==> run_1/cell_classes.png <==
The bar under the picture is 50 µm long. Fill, decap, tap and diode cells in gray.
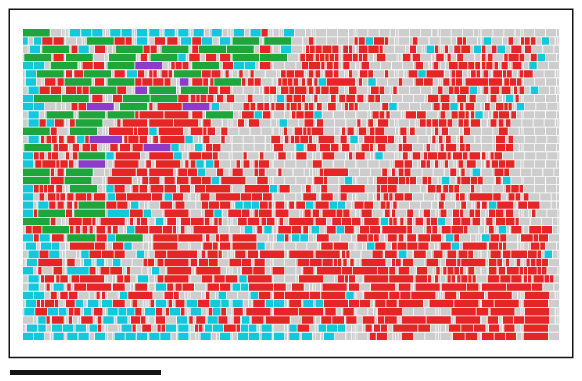
==> run_1/met1.png <==
Supply wires on this layer in gray.
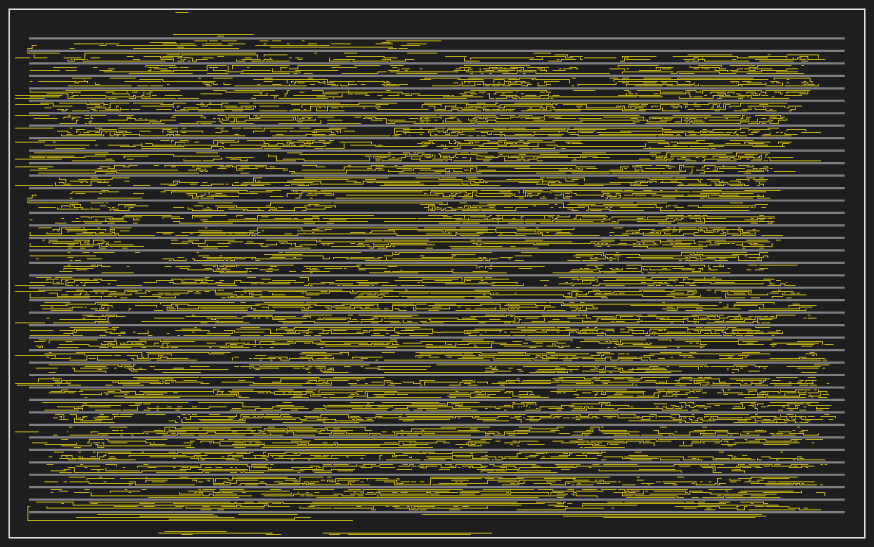
==> run_1/metal_stack.png <==
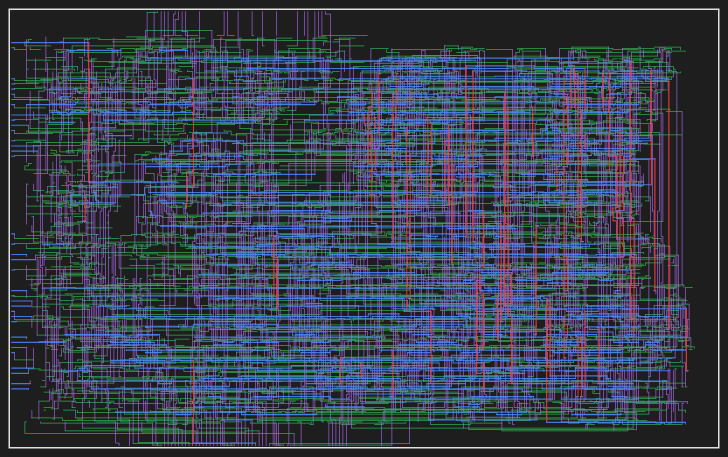
[config.mk]
export PLATFORM = sky130hd
export DESIGN_NAME = wired_or_bus_arbiter_flat
export DESIGN_NICKNAME = d
export VERILOG_FILES = /design/src/rtl/wired_or_bus_arbiter_if.sv /design/src/rtl/wired_or_bus_arbiter.sv /design/src/flat_wrapper.sv
export SDC_FILE = /design/constraint.sdc
export NUM_CORES = 1
export LEC_CHECK = 0
export ABC_AREA = 0
export CORE_ASPECT_RATIO = 0.6
export CORE_MARGIN = 4
export CORE_UTILIZATION = 54
export DETAILED_ROUTE_END_ITERATION = 10
export PLACE_DENSITY = 0.8
export SLEW_MARGIN = 10
export SYNTH_ARGS = -nofsm -noshare
export SYNTH_HDL_FRONTEND = slang
export SYNTH_SLANG_ARGS = --single-unit
[constraint.sdc]
create_clock -name clk -period 6.4 [get_ports clk]
set_input_delay 1.28 -clock clk [delete_from_list [all_inputs] [get_ports clk]]
set_output_delay 1.28 -clock clk [all_outputs]
set_load 0.02 [all_outputs]
[src/rtl/wired_or_bus_arbiter_if.sv]
// Bundle of request, release, drain and grant signals between the core requesters and the
// round-robin arbiter that owns the shared wired-OR bus.
interface wired_or_bus_arbiter_if #(
    parameter int NUM_CORES = 32
);
    localparam int ID_W = $clog2(NUM_CORES);

    // Handshake: a core holds core_req[i] high while it wants the bus. It owns the bus from the
    // first cycle grant[i] reads 1 until it pulses core_done[i] or drops core_req[i]. Only the
    // owner's done/req bits are looked at. drain blocks new grants, and drained reports quiescence.
    logic [NUM_CORES-1:0] core_req;
    logic [NUM_CORES-1:0] core_done;
    logic                 drain;
    logic [NUM_CORES-1:0] grant;
    logic                 grant_valid;
    logic [ID_W-1:0]      grant_id;
    logic                 timeout_err;
    logic                 drained;

    modport master (
        input  core_req,
        input  core_done,
        input  drain,
        output grant,
        output grant_valid,
        output grant_id,
        output timeout_err,
        output drained
    );

    modport slave (
        output core_req,
        output core_done,
        output drain,
        input  grant,
        input  grant_valid,
        input  grant_id,
        input  timeout_err,
        input  drained
    );
endinterface

[src/rtl/wired_or_bus_arbiter.sv]
// Round-robin owner selection for the shared wired-OR bus. The grant is registered, the hold
// time is bounded, and a dead cycle is forced between owners.
module wired_or_bus_arbiter #(
    parameter int NUM_CORES = 32,
    parameter int MAX_HOLD  = 64,
    localparam int ID_W     = $clog2(NUM_CORES)
) (
    input  logic                     clk,
    input  logic                     rst_n,
    wired_or_bus_arbiter_if.master   bus,
    output logic [1:0]               dbg_state_o
);
    localparam int CNT_W = $clog2(MAX_HOLD + 1);

    typedef enum logic [1:0] {
        ST_IDLE = 2'd0,
        ST_OWN  = 2'd1,
        ST_TURN = 2'd2
    } state_e;

    state_e               state_q, state_d;
    logic [NUM_CORES-1:0] grant_q, grant_d;
    logic [ID_W-1:0]      grant_id_q, grant_id_d;
    logic [ID_W-1:0]      rr_ptr_q, rr_ptr_d;
    logic [CNT_W-1:0]     hold_cnt_q, hold_cnt_d;
    logic                 timeout_q, timeout_d;
    logic                 drained_q, drained_d;

    logic                 win_found;
    logic [ID_W-1:0]      win_id;
    logic                 own_done;
    logic                 own_req;
    logic                 hold_max;
    logic                 release_own;

    function automatic logic [ID_W-1:0] wrap_add(input logic [ID_W-1:0] base, input int off);
        int s;
        s = int'(base) + off;
        if (s >= NUM_CORES) s = s - NUM_CORES;
        return s[ID_W-1:0];
    endfunction

    // First requester at or after rr_ptr, wrapping once around the ring.
    always_comb begin
        win_found = 1'b0;
        win_id    = '0;
        for (int off = 0; off < NUM_CORES; off++) begin
            if (!win_found && bus.core_req[wrap_add(rr_ptr_q, off)]) begin
                win_found = 1'b1;
                win_id    = wrap_add(rr_ptr_q, off);
            end
        end
    end

    assign own_done    = bus.core_done[grant_id_q];
    assign own_req     = bus.core_req[grant_id_q];
    assign hold_max    = (hold_cnt_q == CNT_W'(MAX_HOLD));
    assign release_own = own_done || !own_req || hold_max;

    always_comb begin
        state_d    = state_q;
        grant_d    = grant_q;
        grant_id_d = grant_id_q;
        rr_ptr_d   = rr_ptr_q;
        hold_cnt_d = hold_cnt_q;
        timeout_d  = 1'b0;
        drained_d  = bus.drain && (state_q == ST_IDLE) && (bus.core_req == '0);

        case (state_q)
            ST_IDLE: begin
                if (!bus.drain && win_found) begin
                    state_d    = ST_OWN;
                    grant_d    = NUM_CORES'(1) << win_id;
                    grant_id_d = win_id;
                    hold_cnt_d = CNT_W'(1);
                end
            end
            ST_OWN: begin
                if (release_own) begin
                    state_d    = ST_TURN;
                    grant_d    = '0;
                    grant_id_d = '0;
                    rr_ptr_d   = wrap_add(grant_id_q, 1);
                    hold_cnt_d = '0;
                    // Flag only releases forced by the hold limit, not voluntary ones.
                    timeout_d  = hold_max && own_req && !own_done;
                end else if (!hold_max) begin
                    hold_cnt_d = hold_cnt_q + CNT_W'(1);
                end
            end
            ST_TURN: begin
                state_d = ST_IDLE;
            end
            default: begin
                state_d    = ST_IDLE;
                grant_d    = '0;
                grant_id_d = '0;
                hold_cnt_d = '0;
            end
        endcase
    end

    always_ff @(posedge clk or negedge rst_n) begin
        if (!rst_n) begin
            state_q    <= ST_IDLE;
            grant_q    <= '0;
            grant_id_q <= '0;
            rr_ptr_q   <= '0;
            hold_cnt_q <= '0;
            timeout_q  <= 1'b0;
            drained_q  <= 1'b0;
        end else begin
            state_q    <= state_d;
            grant_q    <= grant_d;
            grant_id_q <= grant_id_d;
            rr_ptr_q   <= rr_ptr_d;
            hold_cnt_q <= hold_cnt_d;
            timeout_q  <= timeout_d;
            drained_q  <= drained_d;
        end
    end

    assign bus.grant       = grant_q;
    assign bus.grant_valid = |grant_q;
    assign bus.grant_id    = grant_id_q;
    assign bus.timeout_err = timeout_q;
    assign bus.drained     = drained_q;
    assign dbg_state_o     = state_q;

    a_grant_onehot0: assert property (@(posedge clk) disable iff (!rst_n) $onehot0(grant_q));
    a_no_direct_handover: assert property (@(posedge clk) disable iff (!rst_n)
        (|grant_q) |=> ((grant_q == $past(grant_q)) || (grant_q == '0)));
endmodule

[src/flat_wrapper.sv]
// flat-port wrapper written by rule: the top's interface ports become plain ports
module wired_or_bus_arbiter_flat 
#(
    parameter int NUM_CORES = 32,
    parameter int MAX_HOLD  = 64,
    localparam int ID_W     = $clog2(NUM_CORES)
)
  (clk, rst_n, dbg_state_o, bus_core_req, bus_core_done, bus_drain, bus_grant, bus_grant_valid, bus_grant_id, bus_timeout_err, bus_drained);
  wired_or_bus_arbiter_if #(.NUM_CORES(NUM_CORES)) bus_i ();
  input  logic clk;
  input  logic rst_n;
  output logic [1:0] dbg_state_o;
  input wire logic [$bits(bus_i.core_req)-1:0] bus_core_req;
  input wire logic [$bits(bus_i.core_done)-1:0] bus_core_done;
  input wire logic [$bits(bus_i.drain)-1:0] bus_drain;
  output wire logic [$bits(bus_i.grant)-1:0] bus_grant;
  output wire logic [$bits(bus_i.grant_valid)-1:0] bus_grant_valid;
  output wire logic [$bits(bus_i.grant_id)-1:0] bus_grant_id;
  output wire logic [$bits(bus_i.timeout_err)-1:0] bus_timeout_err;
  output wire logic [$bits(bus_i.drained)-1:0] bus_drained;
  assign bus_i.core_req = bus_core_req;
  assign bus_i.core_done = bus_core_done;
  assign bus_i.drain = bus_drain;
  assign bus_grant = bus_i.grant;
  assign bus_grant_valid = bus_i.grant_valid;
  assign bus_grant_id = bus_i.grant_id;
  assign bus_timeout_err = bus_i.timeout_err;
  assign bus_drained = bus_i.drained;
  wired_or_bus_arbiter #(.NUM_CORES(NUM_CORES), .MAX_HOLD(MAX_HOLD)) u_core (.clk(clk), .rst_n(rst_n), .bus(bus_i), .dbg_state_o(dbg_state_o));
endmodule
==> qor.txt, run 1 <==
register area -> 0.001331 mm²
CP delay by family, top -> simple AND/OR/NAND/NOR gates
Avg Inst Size Synth -> 8.868 µm²
Max stage delay on crit path -> 630 ps
Synth Register Bits -> 53
largest net degree at the start of global routing -> 90
Non-CTS buffers -> 222
CP Capture Type -> flop
status -> finished clean
top cell category -> combinational gates
register area share after synthesis -> 0.1287
WL met2 -> 17330 µm
Critical Path AT -> 6360 ps
crit-path most repeated cell -> mux4_2
Area leader share -> 0.1945
post_cts resized -> 0
CTS clk-pin slew, worst paths -> 80 ps
Syn Inst Count -> 1162
ys cells -> 1162
Max transition margin -> 0.2977
HP Start -> u_core.hold_cnt_q[6]
layout cells sized above 1 -> 0.2459
area leader, netlist -> mux4_2
Reg-to-Reg End -> u_core.bus.grant[17]
Synth Warn # -> 0
FF-to-FF path depth -> 15
About cell_classes.png:
class	color	cells
flip-flops	green	53
other buffers and delay cells	cyan	222
all other logic	red	1010
clock drivers and dummy loads	purple	8
Final Util: 0.6658
# rows: 38
flop share of the area: 0.1087
fin area: 0.01225 mm²
core area: 0.01840 mm²

About met1.png:
longest straight run	74.1 µm
wire length on this layer	18300 µm
nets with wire on the layer	1300
main direction	horizontal
Vias: 11680
met1 GRT Util: 0.5956
Total Wirelength: 46010 µm

About metal_stack.png:
layer	color	wire length
met4	red	1580 µm
met3	blue	8790 µm
met2	purple	17300 µm
met1	green	18300 µm
total track usage: 0.4153
Routed wire per std cell: 29.99 µm

==> run 1 -> run 2 <==
--- a/config.mk
+++ b/config.mk
@@ -10,6 +10,7 @@
 export CORE_MARGIN = 4
 export CORE_UTILIZATION = 54
 export DETAILED_ROUTE_END_ITERATION = 10
+export HOLD_SLACK_MARGIN = 0.02
 export PLACE_DENSITY = 0.8
 export SLEW_MARGIN = 10
 export SYNTH_ARGS = -nofsm -noshare
==> qor.txt, run 2 <==
area leader, netlist -> mux4_2
Total Wirelength -> 46010 µm
CP delay by family, top -> simple AND/OR/NAND/NOR gates
met1 GRT Util -> 0.5956
# rows -> 38
flop share of the area -> 0.1087
ys cells -> 1162
crit-path most repeated cell -> mux4_2
Synth Warn # -> 0
fin area -> 0.01225 mm²
Synth Register Bits -> 53
largest net degree at the start of global routing -> 90
FF-to-FF path depth -> 15
register area share after synthesis -> 0.1287
Max transition margin -> 0.2977
Vias -> 11680
status -> finished clean
Max stage delay on crit path -> 630 ps
Critical Path AT -> 6360 ps
CP Capture Type -> flop
core area -> 0.01840 mm²
Reg-to-Reg End -> u_core.bus.grant[17]
top cell category -> combinational gates
WL met2 -> 17330 µm
Routed wire per std cell -> 29.99 µm
Avg Inst Size Synth -> 8.868 µm²
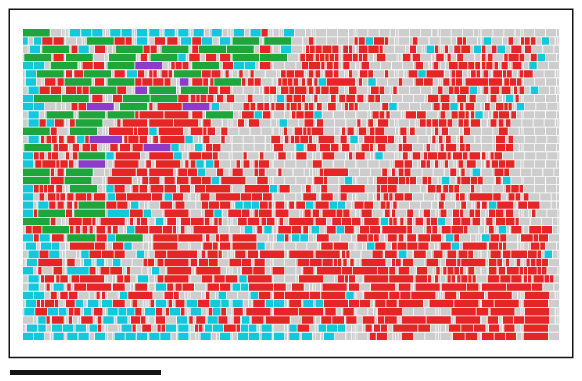
(run_2/cell_classes.png)
The bar under the picture is 50 µm long. Fill, decap, tap and diode cells in gray.
class	color	cells
flip-flops	green	53
all other logic	red	1010
other buffers and delay cells	cyan	222
clock drivers and dummy loads	purple	8

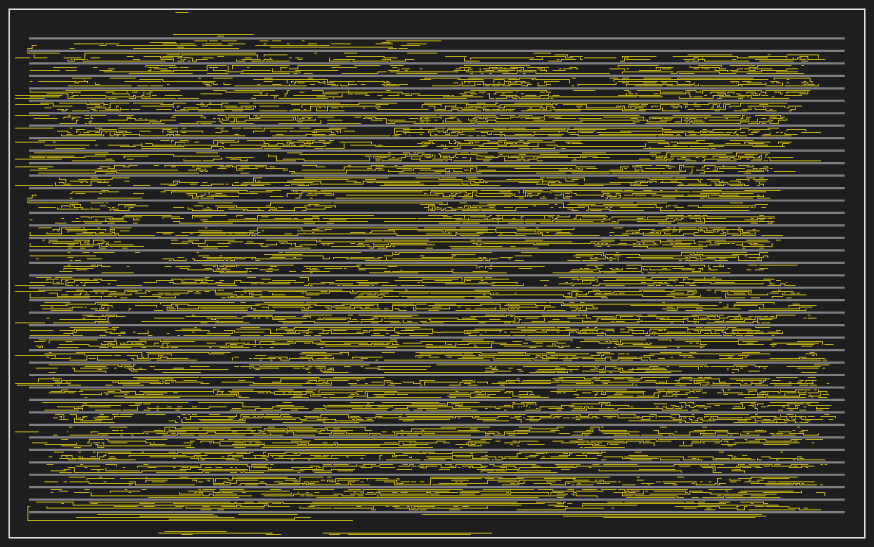
(run_2/met1.png)
Supply wires on this layer in gray.
share of all routed wire	40%
wire length on this layer	18300 µm
nets with wire on the layer	1300

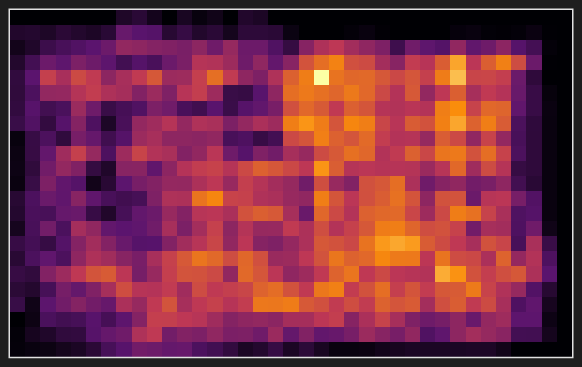
(run_2/wire_density.png)
The die is cut into 37 by 23 equal tiles; black is low, pale yellow is high, scaled to the fullest tile. Values are wire area over tile area, all layers added.
densest ninth of the die	center
tiles over half the peak	29%
mean over tiles	0.39
fullest tile	1.1

==> run 2 -> run 3 <==
--- a/config.mk
+++ b/config.mk
@@ -10,6 +10,7 @@
 export CORE_MARGIN = 4
 export CORE_UTILIZATION = 54
 export DETAILED_ROUTE_END_ITERATION = 10
+export GPL_TIMING_DRIVEN = 0
 export HOLD_SLACK_MARGIN = 0.02
 export PLACE_DENSITY = 0.8
 export SLEW_MARGIN = 10
==> qor.txt, run 3 <==
Basic Gates by Area -> 0.1824
top cell category -> combinational gates
HP Start -> u_core.hold_cnt_q[6]
Area leader share -> 0.1945
WL met2 -> 18260 µm
Commonest cells post-synth -> nor2_1 (93), nand2_1 (90), mux4_2 (89)
status -> finished clean
Critical Path AT -> 6560 ps
Max stage delay on crit path -> 560 ps
register area share after synthesis -> 0.1287
worst endpoint required time -> 6570 ps
area leader, netlist -> mux4_2
met1 GRT Util -> 0.5791
Max transition margin -> 0.1496
Syn Inst Count -> 1162
fin area -> 0.01239 mm²
FF-to-FF path depth -> 22
largest net degree at the start of global routing -> 29
register area -> 0.001326 mm²
CTS clk-pin slew, worst paths -> 70 ps
CP delay by family, top -> simple AND/OR/NAND/NOR gates
Synth Register Bits -> 53
core area -> 0.01840 mm²
# rows -> 38
Top cell excl fill/tap -> clkdlybuf4s50_1
layout cells sized above 1 -> 0.2434
Avg Inst Size Synth -> 8.868 µm²
ys cells -> 1162
Reg2Reg Setup Slack -> 100 ps
Synth Warn # -> 0
Non-CTS buffers -> 216
CP Capture Type -> flop
post_cts resized -> 57
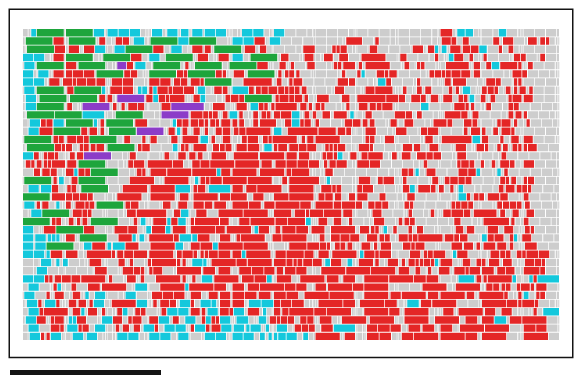
(run_3/cell_classes.png)
The bar under the picture is 50 µm long. Fill, decap, tap and diode cells in gray.
class	color	cells
other buffers and delay cells	cyan	216
all other logic	red	1010
clock drivers and dummy loads	purple	7
flip-flops	green	53
Final Util: 0.6731
flop share of the area: 0.1071

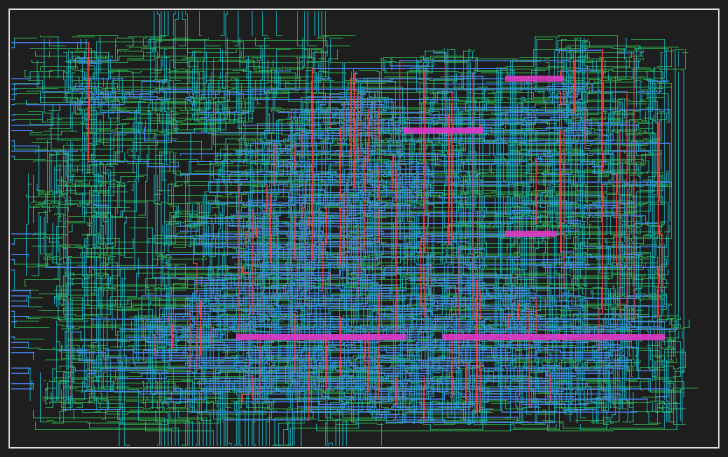
(run_3/metal_stack.png)
Vias: 12050
total track usage: 0.4259
Total Wirelength: 47730 µm
Routed wire per std cell: 31.28 µm

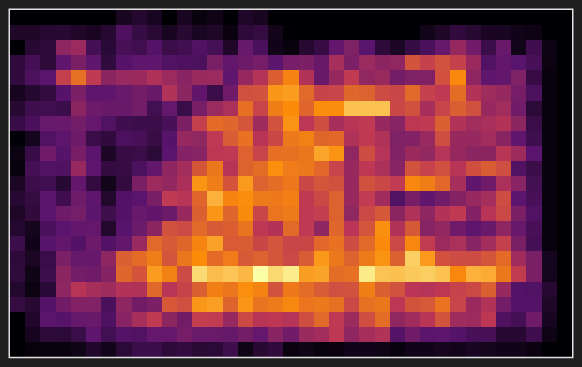
(run_3/wire_density.png)
The die is cut into 37 by 23 equal tiles; black is low, pale yellow is high, scaled to the fullest tile. Values are wire area over tile area, all layers added.
emptiest ninth of the die	upper left
tiles over half the peak	31%
fullest tile	1.2
nearly empty tiles	8.0%
mean over tiles	0.42

